[config.mk]
export PLATFORM = sky130hd
export DESIGN_NAME = fmt_receiver
export DESIGN_NICKNAME = d
export VERILOG_FILES = /design/src/rtl/fmt_pkg.sv /design/src/rtl/fmt_rx_fifo.sv /design/src/rtl/fmt_receiver.sv
export SDC_FILE = /design/constraint.sdc
export NUM_CORES = 2
export LEC_CHECK = 0
export CAP_MARGIN = 20
export CORE_AREA = 2 2 512 514
export CTS_BUF_LIST = sky130_fd_sc_hd__clkbuf_16
export DETAILED_ROUTE_END_ITERATION = 6
export DIE_AREA = 0 0 514 516
export SYNTH_ARGS = -nofsm -noshare
export SYNTH_HDL_FRONTEND = slang
export SYNTH_HIERARCHICAL = 1
export SYNTH_SLANG_ARGS = --single-unit
[constraint.sdc]
create_clock -name clk_i -period 8.91 [get_ports clk_i]
set_input_delay 1.3365 -clock clk_i [delete_from_list [all_inputs] [get_ports clk_i]]
set_output_delay 1.3365 -clock clk_i [all_outputs]
set_load 0.02 [all_outputs]
[src/rtl/fmt_pkg.sv]
// rtl/fmt_pkg.sv - shared types and constants for the formatter receiver
package fmt_pkg;

  localparam int unsigned FMT_DW      = 32;
  localparam int unsigned FMT_MAX_LEN = 31;
  localparam int unsigned FMT_LEN_W   = $clog2(FMT_MAX_LEN + 1);

  typedef enum logic [2:0] {
    ST_IDLE,
    ST_GRANT,
    ST_WAIT_START,
    ST_RECV,
    ST_DRAIN_REQ
  } fmt_rx_state_e;

  typedef struct packed {
    logic              sop;
    logic              eop;
    logic [1:0]        chid;
    logic [FMT_DW-1:0] data;
  } fmt_rx_word_t;

endpackage

[src/rtl/fmt_rx_fifo.sv]
// rtl/fmt_rx_fifo.sv - first-word-fall-through sync FIFO of tagged receive words
module fmt_rx_fifo
  import fmt_pkg::*;
#(
  parameter int unsigned DEPTH = 64,
  parameter int unsigned AW    = $clog2(DEPTH)
) (
  input  logic         clk_i,
  input  logic         rstn_i,
  input  logic         push_i,
  input  logic         pop_i,
  input  fmt_rx_word_t wdata_i,
  output fmt_rx_word_t rdata_o,
  output logic [AW:0]  count_o,
  output logic         empty_o,
  output logic         full_o
);

  fmt_rx_word_t  mem_q [DEPTH];
  logic [AW-1:0] wptr_q, rptr_q;
  logic [AW:0]   count_q;
  logic          do_push, do_pop;

  assign empty_o = (count_q == '0);
  assign full_o  = (count_q == (AW+1)'(DEPTH));
  assign count_o = count_q;
  assign rdata_o = mem_q[rptr_q];
  assign do_pop  = pop_i && !empty_o;
  assign do_push = push_i && (!full_o || do_pop);

  always_ff @(posedge clk_i) begin
    if (do_push) mem_q[wptr_q] <= wdata_i;
  end

  // Pointers wrap naturally because DEPTH is a power of two.
  always_ff @(posedge clk_i or negedge rstn_i) begin
    if (!rstn_i) begin
      wptr_q  <= '0;
      rptr_q  <= '0;
      count_q <= '0;
    end else begin
      if (do_push) wptr_q <= wptr_q + 1'b1;
      if (do_pop)  rptr_q <= rptr_q + 1'b1;
      count_q <= count_q + (AW+1)'(do_push) - (AW+1)'(do_pop);
    end
  end

endmodule

[src/rtl/fmt_receiver.sv]
// rtl/fmt_receiver.sv - formatter protocol sink: grants on space, buffers packets, streams them out
module fmt_receiver
  import fmt_pkg::*;
#(
  parameter int unsigned DW    = FMT_DW,
  parameter int unsigned DEPTH = 64,
  parameter int unsigned AW    = $clog2(DEPTH)
) (
  input  logic                 clk_i,
  input  logic                 rstn_i,
  input  logic                 fmt_req_i,
  input  logic [1:0]           fmt_chid_i,
  input  logic [FMT_LEN_W-1:0] fmt_length_i,
  output logic                 fmt_grant_o,
  input  logic [DW-1:0]        fmt_data_i,
  input  logic                 fmt_start_i,
  input  logic                 fmt_end_i,
  output logic                 rx_val_o,
  input  logic                 rx_rdy_i,
  output logic [DW-1:0]        rx_dat_o,
  output logic [1:0]           rx_chid_o,
  output logic                 rx_sop_o,
  output logic                 rx_eop_o,
  output logic                 pkt_done_o,
  output logic                 err_len_o,
  output logic                 err_proto_o,
  output logic [AW:0]          free_o
);

  fmt_rx_state_e        state_q;
  logic [1:0]           chid_q;
  logic [FMT_LEN_W-1:0] len_q, cnt_q;
  logic                 grant_q, done_q, elen_q, eproto_q;
  logic                 push, pop, last_cnt, fifo_empty, fifo_full;
  logic [AW:0]          fifo_count;
  fmt_rx_word_t         wr_word, rd_word;

  assign last_cnt = (cnt_q + 1'b1) == len_q;

  always_comb begin
    push    = 1'b0;
    wr_word = '{sop: (state_q == ST_WAIT_START), eop: 1'b0, chid: chid_q, data: fmt_data_i};
    if (state_q == ST_WAIT_START && fmt_start_i) begin
      push        = 1'b1;
      wr_word.eop = (len_q == 5'd1);
    end else if (state_q == ST_RECV) begin
      push        = 1'b1;
      wr_word.eop = fmt_end_i || last_cnt;
    end
  end

  // Space is reserved once at grant; with one packet in flight it can only grow.
  always_ff @(posedge clk_i or negedge rstn_i) begin
    if (!rstn_i) begin
      state_q  <= ST_IDLE;
      chid_q   <= '0;
      len_q    <= '0;
      cnt_q    <= '0;
      grant_q  <= 1'b0;
      done_q   <= 1'b0;
      elen_q   <= 1'b0;
      eproto_q <= 1'b0;
    end else begin
      grant_q  <= 1'b0;
      done_q   <= 1'b0;
      elen_q   <= 1'b0;
      eproto_q <= 1'b0;
      case (state_q)
        ST_IDLE: begin
          if (fmt_req_i) begin
            if (fmt_length_i == '0) begin
              eproto_q <= 1'b1;
              state_q  <= ST_DRAIN_REQ;
            end else if (free_o >= (AW+1)'(fmt_length_i)) begin
              chid_q  <= fmt_chid_i;
              len_q   <= fmt_length_i;
              grant_q <= 1'b1;
              state_q <= ST_GRANT;
            end
          end
        end
        ST_GRANT: state_q <= ST_WAIT_START;
        ST_WAIT_START: begin
          if (fmt_start_i) begin
            cnt_q <= 5'd1;
            if (len_q == 5'd1) begin
              done_q  <= 1'b1;
              elen_q  <= !fmt_end_i;
              state_q <= ST_IDLE;
            end else begin
              state_q <= ST_RECV;
            end
          end
        end
        ST_RECV: begin
          cnt_q    <= cnt_q + 1'b1;
          eproto_q <= fmt_start_i;
          if (wr_word.eop) begin
            done_q  <= 1'b1;
            elen_q  <= !(fmt_end_i && last_cnt);
            state_q <= ST_IDLE;
          end
        end
        ST_DRAIN_REQ: if (!fmt_req_i) state_q <= ST_IDLE;
        default: state_q <= ST_IDLE;
      endcase
    end
  end

  fmt_rx_fifo #(.DEPTH(DEPTH), .AW(AW)) u_fifo (
    .clk_i   (clk_i),
    .rstn_i  (rstn_i),
    .push_i  (push),
    .pop_i   (pop),
    .wdata_i (wr_word),
    .rdata_o (rd_word),
    .count_o (fifo_count),
    .empty_o (fifo_empty),
    .full_o  (fifo_full)
  );

  assert property (@(posedge clk_i) disable iff (!rstn_i) !(push && fifo_full && !pop));

  assign rx_val_o    = !fifo_empty;
  assign pop         = rx_val_o && rx_rdy_i;
  assign rx_dat_o    = rd_word.data;
  assign rx_chid_o   = rd_word.chid;
  assign rx_sop_o    = rd_word.sop;
  assign rx_eop_o    = rd_word.eop;
  assign free_o      = (AW+1)'(DEPTH) - fifo_count;
  assign fmt_grant_o = grant_q;
  assign pkt_done_o  = done_q;
  assign err_len_o   = elen_q;
  assign err_proto_o = eproto_q;

endmodule

==> notes.md <==
Implementation status.

- In this run the VDD rail shows a maximum IR drop of between 0.0003 and 0.0004 V.
- On the reported timing paths, the clock transition at the registers reads 0.06 ns.
- The first global-routing pass estimated ~350,000 µm of wire.
- The final HPWL from detailed placement is about 130,000 µm.
- For this run, global-route usage on met3 was measured as 3.38%.
- The layout report lists the multi-input gate area as 19,300 µm².
- The type recorded for the worst min-delay path is register to register.
- The worst setup path is captured at a primary output.
- Combinational logic burns just over 30% of the power.
- In the post-route analysis, the smallest setup slack over all paths is 1.98 ns.
- The run finished with clean final reports.
- The final non-filler cell area is 103,000 µm².
- Per the hold report, the tightest min-delay path originates at chid_q[0]$_DFFE_PN0P_.
- In the final routed layout, each cell accounts on average for 30.8 µm.
- For the final routed database, the setup TNS stands at 0 ns.
- The number of DRC markers after the initial detailed-route iteration is 5,579.
- The post-synthesis cell area is 90,400 µm².
- Setup repair after global routing left no endpoint under its margin.
- The total number of sequential cells is 2,342.
- For this run, the final setup violation count is recorded as 0.
- The tightest hold path in the finished design has a slack of 0.516 ns.
- The final critical delay including setup and external delays is roughly 6.9 ns.
- The slew at the pin closest to its max-slew limit is 1.18 ns.
- In the final design, more cell area goes to flip-flops and latches than to any other class.
- In the layout the commonest cells are 2,304 x sky130_fd_sc_hd__edfxtp_1, 441 x sky130_fd_sc_hd__mux4_2, 290 x sky130_fd_sc_hd__mux2i_1.
- The global routing's busiest layer is met2.
- The CTS report gives the tree buffer count as 221.
- Once the clock tree was built, the setup fixing pass inserted 0 buffers.
- The global routing met1 resource utilization is 26.0%.
- The register ranked first by flip-flop count is u_fifo/mem_q.
- The fraction of layout cells with a size suffix above 1 is 23.0%.
- The share of the core filled with cells in the final layout is approximately 40%.
- The layout has between 200 and 250 clock buffers.
- The cell total after placement is 7,619.
- The count of warning messages emitted by the tools is 38.
- The critical path's slowest cell is sky130_fd_sc_hd__dfrtp_4.
- For the worst reg-to-reg path, the startpoint reported by OpenROAD is state_q[2]$_DFFE_PN0P_.
- The final setup skew is 0.0676 ns.
- All stages included, the depth of the critical timing path comes to 8.
- The via-per-instance ratio is 5.63.
- The placer's final routability congestion estimate is 0.782.
- The cell type group with the largest total delay on the critical path is simple AND/OR/NAND/NOR gates.
- The floorplan step records an initial core utilization of 34.9%.
- The post-cts repair resize count is 0.
- The clock passes through at most 3 buffers.
- The worst register-to-register path ends at u_fifo/mem_q[35][24]$_DFFE_PP_.
- In this run the tool buffered the top-level ports with 92 buffer cells.
- The cell sitting at the root of the clock tree is a sky130_fd_sc_hd__clkbuf_16.
- The number of stages on the worst hold path is 1.
- Across the run, the number of max-cap violations was 0.
- Looking at the power breakdown, the clock network takes around 28% of the total.
- Counting only logic cells after layout, the most numerous master is sky130_fd_sc_hd__edfxtp_1.
- The finished design was reported to have a net count of ~4,500.
- The synthesized netlist handed to floorplanning was reported with a cell count of 4,230.
- After clock tree synthesis, the flow added hold-fix buffers numbering 0.
- The fmax is 0.144 GHz.
- The clock latency of the later-clocked register in the worst-skew pair is between 0.8 and 0.9 ns.
- After floorplanning, the core was sized to cover approximately 260,000 µm².
- The power in combinational cells is a little over 10 mW.
- The total congestion overflow is 0.
- The critical path class is register to primary output.
- The H-tree was split into 4 levels.
- The tally of non-filler cells in the final layout is 8,050.
- Sequential cells consume a total of 13.1 mW.
- The initial antenna violation count came to 15.
- Max-slew check failures listed in the final report amount to 0.
- The worst min-delay path endpoint is chid_q[0]$_DFFE_PN0P_.
- The clock net in this run drives a total of 2,342 sinks.
- The die span in x is 514 µm.
- The pin count of the biggest net entering global routing is 127.
- The longest individual stage delay on the worst path is between 0.9 and 1 ns.
- The multi-input combinational gate total is approximately 1,600.
- The height of the die is 516 µm.
- The standby leakage power is 32.4 nW.
- Tap insertion was completed with 3,402 tapcells.
- The switching power as a share of total power is 33.1%.
- The aggregate global-route resource usage is 18.4%.
- Power comes to roughly 32 mW.
- The power report lists cell-internal power as 21.7 mW.
- The critical path arrival is 5.59 ns.
- Counting both buffers and inverters, the worst setup path holds a total of 2.
- Across the whole layout, storage elements account for ~70,000 µm².
- For this run, the number of Yosys warnings is 6.
- In the final layout, flip-flops and latches take up 68.0% of the cell area.
- The switching power of the nets is 10.7 mW.
- The clock network power is 9.17 mW.
- A synthesized cell averages about 21 µm².
- Synthesis produced a netlist with a net count of 4,294.
- The kind of start point of the critical path is a register.
- The filler cells instantiated in the layout total 22,800.
- The flow reported a cell area power density of 314 nW/µm².
- Walking the worst path, the cells encountered are and2_4 -> nand2_2 -> buf_4 -> o22ai_1 -> a211oi_1 -> a211o_1 -> o21ai_0 -> clkdlybuf4s50_1.
- The proportion of cell area spent on the clock network is 6.80%.
- The register-to-register setup slack is roughly 3.7 ns.
- The final hold violation count recorded for this run is 0.
- The repair_antennas step left the layout with diodes totalling 3.
- The I/O pin count is 93.
- After floorplanning, the core was divided into about 190 placement rows.
- The share of final layout cell area taken by non-clock buffers is 2.32%.
- The post-detailed-route count of antenna-violating nets is 0.
- The area added between synthesis and finish is 14.2%.
- The via count of the first global-routing pass came to 45,100.
- At the placement stage, the worst setup path has a slack of approximately 2.7 ns.
- Looking at the group totals, the largest power group turns out to be registers.
- The proportion of cell area occupied by multi-input gates is a little under a fifth.
- The required time at the worst endpoint is listed as around 7.6 ns.
- Of all nets on the critical path, the largest fanout is a little over 40.
- The area enclosed by the die boundary is 265,000 µm².
- The total iterations of the first detailed-routing run is 5.
- TritonCTS built the clock tree.
- In this run the tightest slew margin relative to its limit is 21.4%.
- The post-route fraction of the period consumed by the critical path is 77.8%.
- After detailed routing, the number of remaining DRC violations is 0.
- Counting cells, the worst reg-to-reg path comes to 11.
- Non-clock buffers in the final layout number roughly 250.
- The placement stage leaves a total instance area of 95,700 µm².
- The share of total power dissipated in sequential elements is approximately 41%.
- The layout inverter count without the clock tree is 23.
- The number of flip-flops in the largest register is 2,304.
## layer usage
layer  part of all wire [%]  routed length, µm  vias up
met5                  0.013                 32        -
met4                    2.1               5200        4
met3                    8.3              20700      336
met2                     48             119000     2034
met1                     41             103000    24700
li1                       -                  -    18300
## worst max-delay path by stage
stage,from,to
global route,u_fifo/rptr_q[2]$_DFFE_PN0P_,rx_dat_o[5]
detailed placement,u_fifo/rptr_q[2]$_DFFE_PN0P_,rx_dat_o[5]
global placement,u_fifo/rptr_q[2]$_DFFE_PN0P_,rx_dat_o[5]
finish,u_fifo/rptr_q[2]$_DFFE_PN0P_,rx_dat_o[5]
floorplan,state_q[2]$_DFFE_PN0P_,u_fifo/mem_q[59][0]$_DFFE_PP_
CTS,u_fifo/rptr_q[2]$_DFFE_PN0P_,rx_dat_o[5]
### Power grid

Pins as bars on the die edge. Tap cells in grey.
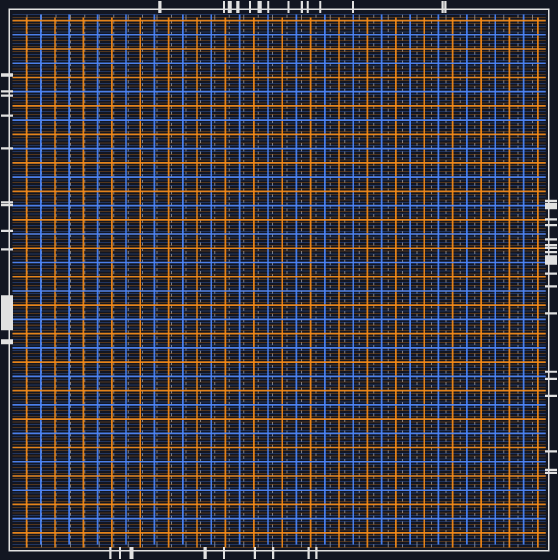
Key: VSS = orange; VDD = blue
37 straps on met5. 188 met1 rails follow the rows. 93 signal pins sit on the boundary. 37 straps on met4. 3,402 tap cells.

### Clock wires, drivers and flops

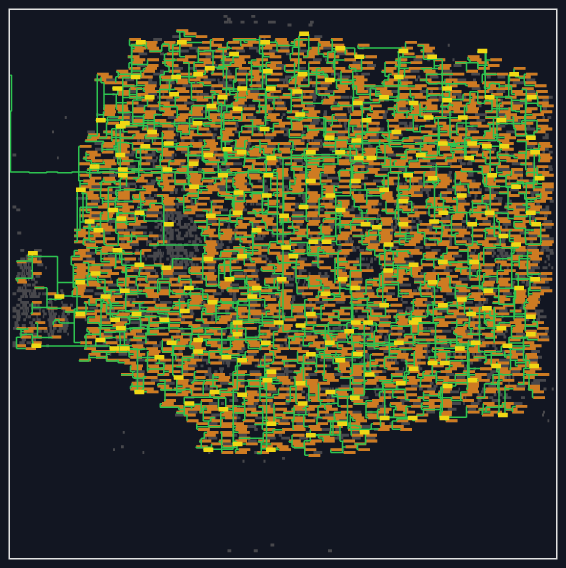
Key: clock-net drivers = yellow [count 221]; clock wires = green [length 26.5 mm]; flip-flops = orange [count 2,342]
There are 222 routed clock nets.

### Signal wires on met2

Bar = 200 µm.
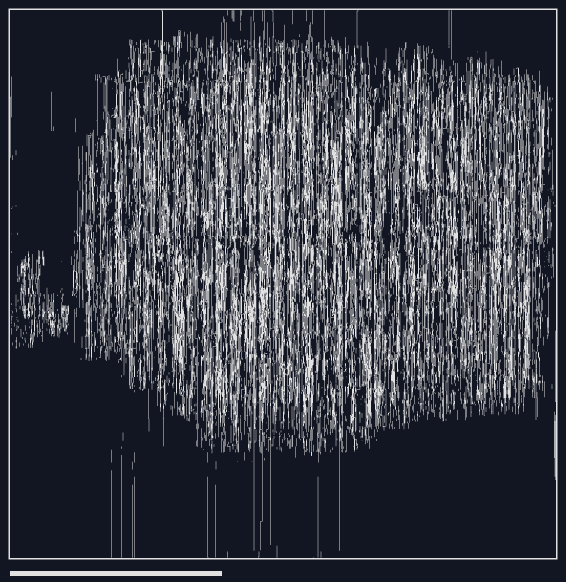
The wires run mostly vertical. The layer holds 48% of the routed length. The layer carries 119 mm of wire.
total wirelength of the detailed-routed design: 248,000 µm
met2 track demand over resource in global routing: 29.8%
DR vias: 45,300

Power figures rest on the tool's default switching activity, not on a simulated workload.
